==> config.mk <==
export PLATFORM = sky130hd
export DESIGN_NAME = fifo_wr_arbiter
export DESIGN_NICKNAME = d
export VERILOG_FILES = /design/src/rtl/fifo_arb_pkg.sv /design/src/rtl/fifo_wr_arbiter_pick.sv /design/src/rtl/fifo_wr_arbiter.sv
export SDC_FILE = /design/constraint.sdc
export NUM_CORES = 1
export LEC_CHECK = 0
export ABC_AREA = 1
export CORE_MARGIN = 3
export CORE_UTILIZATION = 43
export CTS_CLUSTER_DIAMETER = 50
export DETAILED_ROUTE_END_ITERATION = 16
export PLACE_DENSITY = 0.93
export SYNTH_ARGS = -nofsm -noshare
export SYNTH_HDL_FRONTEND = slang
export SYNTH_SLANG_ARGS = --single-unit
==> constraint.sdc <==
create_clock -name clk_i -period 2.3 [get_ports clk_i]
set_input_delay 0.69 -clock clk_i [delete_from_list [all_inputs] [get_ports clk_i]]
set_output_delay 0.69 -clock clk_i [all_outputs]
set_load 0.05 [all_outputs]
==> src/rtl/fifo_arb_pkg.sv <==
// Shared types and constants for the FIFO write arbiter.
// Holds the arbiter state enum, default sizes and an index-width helper.
package fifo_arb_pkg;

  typedef enum logic {
    IDLE  = 1'b0,
    BURST = 1'b1
  } arb_state_e;

  localparam int DEF_NUM_REQ   = 4;
  localparam int DEF_WIDTH     = 8;
  localparam int DEF_MAX_BURST = 4;

  function automatic int idx_width(input int n);
    return (n > 1) ? $clog2(n) : 1;
  endfunction

endpackage

==> src/rtl/fifo_wr_arbiter_pick.sv <==
// Combinational round-robin picker: first requester after last_i, with wrap.
// Ports: req_i (request vector), last_i (last owner) -> idx_o, valid_o.
module rr_arb_pick
  import fifo_arb_pkg::*;
#(
  parameter int N  = DEF_NUM_REQ,
  parameter int IW = idx_width(N)
) (
  input  logic [N-1:0]  req_i,
  input  logic [IW-1:0] last_i,
  output logic [IW-1:0] idx_o,
  output logic          valid_o
);

  logic [IW-1:0] cand;

  // Walk offsets from far to near so the nearest requester wins.
  always_comb begin
    idx_o   = '0;
    valid_o = 1'b0;
    cand    = '0;
    for (int i = N; i >= 1; i--) begin
      cand = IW'((int'(last_i) + i) % N);
      if (req_i[cand]) begin
        idx_o   = cand;
        valid_o = 1'b1;
      end
    end
  end

endmodule

==> src/rtl/fifo_wr_arbiter.sv <==
// Round-robin burst arbiter sharing one FIFO write port among producers.
// Ports: clk_i, rst_ni, req_i, data_i, gnt_o, fifo_full_i, fifo_wr_en_o,
// fifo_wr_data_o, owner_o, busy_o, wr_count_o.
module fifo_wr_arbiter
  import fifo_arb_pkg::*;
#(
  parameter int NUM_REQ   = DEF_NUM_REQ,
  parameter int WIDTH     = DEF_WIDTH,
  parameter int MAX_BURST = DEF_MAX_BURST,
  parameter int CNT_WIDTH = 16
) (
  input  logic                          clk_i,
  input  logic                          rst_ni,
  input  logic [NUM_REQ-1:0]            req_i,
  input  logic [NUM_REQ*WIDTH-1:0]      data_i,
  output logic [NUM_REQ-1:0]            gnt_o,
  input  logic                          fifo_full_i,
  output logic                          fifo_wr_en_o,
  output logic [WIDTH-1:0]              fifo_wr_data_o,
  output logic [idx_width(NUM_REQ)-1:0] owner_o,
  output logic                          busy_o,
  output logic [CNT_WIDTH-1:0]          wr_count_o
);

  localparam int IW = idx_width(NUM_REQ);
  localparam int BW = $clog2(MAX_BURST + 1);
  localparam logic [BW-1:0] LAST_CNT = BW'(MAX_BURST - 1);

  arb_state_e     state_q, state_d;
  logic [IW-1:0]  owner_q, owner_d;
  logic [IW-1:0]  last_owner_q, last_owner_d;
  logic [BW-1:0]  burst_cnt_q, burst_cnt_d;
  logic [CNT_WIDTH-1:0] wr_cnt_q, wr_cnt_d;

  logic          in_burst;
  logic          xfer;
  logic          burst_end;
  logic [IW-1:0] pick_last;
  logic [IW-1:0] pick_idx;
  logic          pick_vld;

  assign in_burst  = (state_q == BURST);
  assign xfer      = in_burst && req_i[owner_q] && !fifo_full_i;
  assign burst_end = in_burst &&
                     (!req_i[owner_q] ||
                      (xfer && burst_cnt_q == LAST_CNT));
  // On a burst end the picker already sees the finishing owner as last.
  assign pick_last = burst_end ? owner_q : last_owner_q;

  rr_arb_pick #(
    .N  (NUM_REQ),
    .IW (IW)
  ) u_pick (
    .req_i   (req_i),
    .last_i  (pick_last),
    .idx_o   (pick_idx),
    .valid_o (pick_vld)
  );

  always_comb begin
    state_d      = state_q;
    owner_d      = owner_q;
    last_owner_d = last_owner_q;
    burst_cnt_d  = burst_cnt_q;
    wr_cnt_d     = wr_cnt_q;
    unique case (state_q)
      IDLE: begin
        if (pick_vld) begin
          state_d     = BURST;
          owner_d     = pick_idx;
          burst_cnt_d = '0;
        end
      end
      BURST: begin
        if (xfer) begin
          burst_cnt_d = burst_cnt_q + BW'(1);
          wr_cnt_d    = wr_cnt_q + CNT_WIDTH'(1);
        end
        if (burst_end) begin
          last_owner_d = owner_q;
          burst_cnt_d  = '0;
          if (pick_vld) begin
            owner_d = pick_idx;
          end else begin
            state_d = IDLE;
          end
        end
      end
      default: state_d = IDLE;
    endcase
  end

  always_ff @(posedge clk_i or negedge rst_ni) begin
    if (!rst_ni) begin
      state_q      <= IDLE;
      owner_q      <= '0;
      last_owner_q <= IW'(NUM_REQ - 1);
      burst_cnt_q  <= '0;
      wr_cnt_q     <= '0;
    end else begin
      state_q      <= state_d;
      owner_q      <= owner_d;
      last_owner_q <= last_owner_d;
      burst_cnt_q  <= burst_cnt_d;
      wr_cnt_q     <= wr_cnt_d;
    end
  end

  always_comb begin
    fifo_wr_data_o = '0;
    for (int k = 0; k < NUM_REQ; k++) begin
      if (owner_q == IW'(k)) begin
        fifo_wr_data_o = data_i[k*WIDTH +: WIDTH];
      end
    end
  end

  assign gnt_o = (in_burst && !fifo_full_i) ?
                 (NUM_REQ'(1) << owner_q) : '0;
  assign fifo_wr_en_o = xfer;
  assign owner_o      = owner_q;
  assign busy_o       = in_burst;
  assign wr_count_o   = wr_cnt_q;

endmodule

met1.png
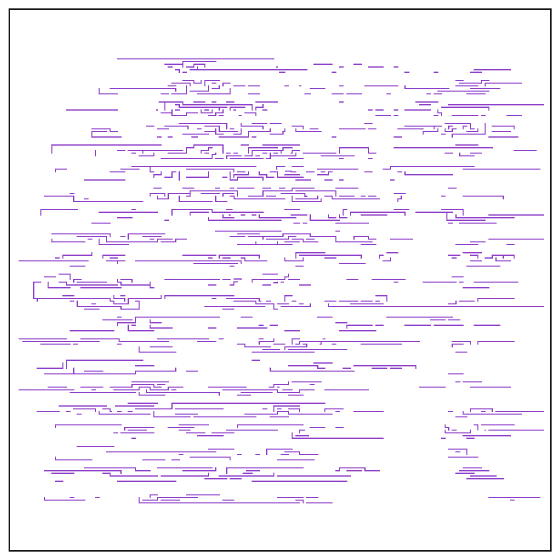
longest straight run: 27.1 um
share of all routed wire: 36%
wire length on this layer: 2,010 um
nets with wire on the layer: 319
main direction: horizontal

final_placement.png
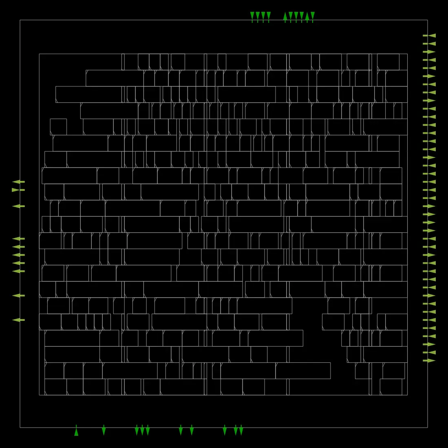
Tapcell Cnt: 46
row cnt: 21

==> flow_summary.json <==
{
  "status": "finished clean",
  "wl_met2_um": 2910,
  "nMultiInputCombCells": 170,
  "grt_pass1_vias": 1897,
  "r2r-end": "owner_o[0]",
  "drc": 0,
  "slew_violations": 0,
  "clk_share": 0.0247,
  "hold_path_depth": 1,
  "final_layout_size_suffix_gt1_frac": 0.297,
  "syn_inst": 221,
  "fin_util": 0.822,
  "first_pass_iters": 5,
  "top_usage_layer": "met2",
  "synth_flops": 24,
  "final.setup.tns_ps": 0,
  "reg2reg_from": "owner_o[1]",
  "bufAreaShareNonClock": 0.359,
  "nClkBuffers": 3,
  "clk_path_buf_depth": 2,
  "cts_htree_levels": 1,
  "hold_ws_ps": 508,
  "post-place-cells": 358,
  "combGateArea_um2": 1020,
  "die_w_um": 68.2,
  "sh_seq_area": 0.209,
  "grtUsageMet3": 0.0608,
  "track_usage": 0.246,
  "largest_cell_class": "non-clock buffers",
  "cp-end-kind": "output port",
  "buffers": 100,
  "worst-path-buf-inv": 2,
  "flop_area_um2": 606,
  "dieArea_um2": 4660,
  "path_depth": 4,
  "fin_worst_skew_ps": 5.62,
  "fin_cells": 369,
  "synthDistinctLibCells": 27,
  "place_congestion": 0.926,
  "hold_buffers": 0,
  "p_leak_uw": 0.00142,
  "p_total_uw": 4330,
  "use_met1": 0.275,
  "maxCapViolCount": 0,
  "pre_cts_ws_ps": -259,
  "critical-path-top-delay-family": "buffers and inverters",
  "whs_endpoint": "wr_count_o[15]",
  "min_path_type": "reg -> reg",
  "insertion_delay_ps": 280,
  "fp_util": 0.473,
  "postCtsSetupRepairBufs": 5,
  "sh_comb_area": 0.353,
  "num-fill-cells": 216,
  "finalClockPeriodUsage": 0.999,
  "cts_tree": "yes",
  "vias": 1909,
  "fmax_mhz": 435,
  "yosysChipArea_um2": 1670,
  "grtUsageMet2": 0.458,
  "slew_headroom": 0.653,
  "avgRoutedWirePerCell_um": 15.1,
  "ctsResizeCount": 13,
  "power_density_nw_per_um2": 1500,
  "worst_path_largest_cell_delay_ps": 400,
  "io_pins": 71,
  "drt-initial-drc-count": 51,
  "finalCriticalPeriod_ps": 2300,
  "setup_viol": 0,
  "critPathArrivalTime_ps": 1610,
  "via_per_inst": 5.17,
  "grt_overflow": 0,
  "cp_slowest_cell": "clkdlybuf4s50_1",
  "core_um2": 3520,
  "hold_viol": 0,
  "highest_layer": "met4",
  "grt_max_degree": 25,
  "antenna_cells": 0,
  "startpoint": "data_i[25]",
  "hold_start": "wr_count_o[15]",
  "totalWireLength_um": 5580,
  "warnings": 27,
  "crit_fanout": 1,
  "nets": 366,
  "layout_top_cells": "nand2_1 (75), clkdlybuf4s50_1 (48), buf_4 (34)"
}
met2.png
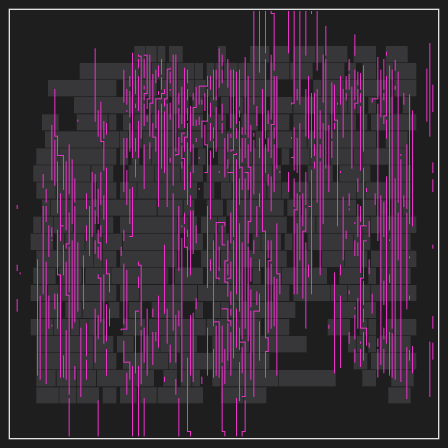
main direction: vertical
share of all routed wire: 52%
wire length on this layer: 2,910 um
nets with wire on the layer: 323

registers.png
Other sequential cells in the stronger gray, the rest of the logic in the fainter gray.
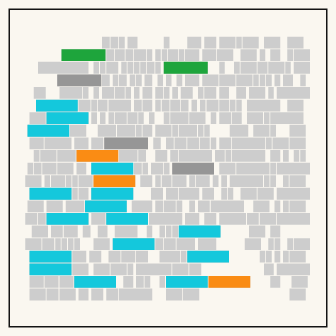
[orange] `burst_cnt_q` | flops: 3
[cyan] `wr_count_o` | flops: 16
[green] `owner_o` | flops: 2

[cells by family after synthesis]
group | share of synthesized area
simple gates | 0.440
buf+inv | 0.0639
flops | 0.362
xor+xnor | 0.0834
compound gates | 0.0278
fa+ha+maj | 0.0225
[synthesized netlist by cell type (all sizes together)]
cell type	n	share of area
a21o	1	0.0045
a21oi	3	0.0090
buf	2	0.0075
dfrtp	22	0.33
dfstp	2	0.032
ha	3	0.023
inv	25	0.056
nand2	95	0.26
nand3	17	0.060
nand4	12	0.045
nor2	12	0.038
nor3	7	0.024
nor4	1	0.013
o21ai	2	0.0060
o22ai	1	0.0038
o31ai	1	0.0045
xnor2	5	0.031
xor2	10	0.053
[power breakdown]
group | switching, uW | internal, uW | total (uW)
combinational | 1950 | 1320 | 3270
clock | 146 | 233 | 379
sequential | 132 | 548 | 680
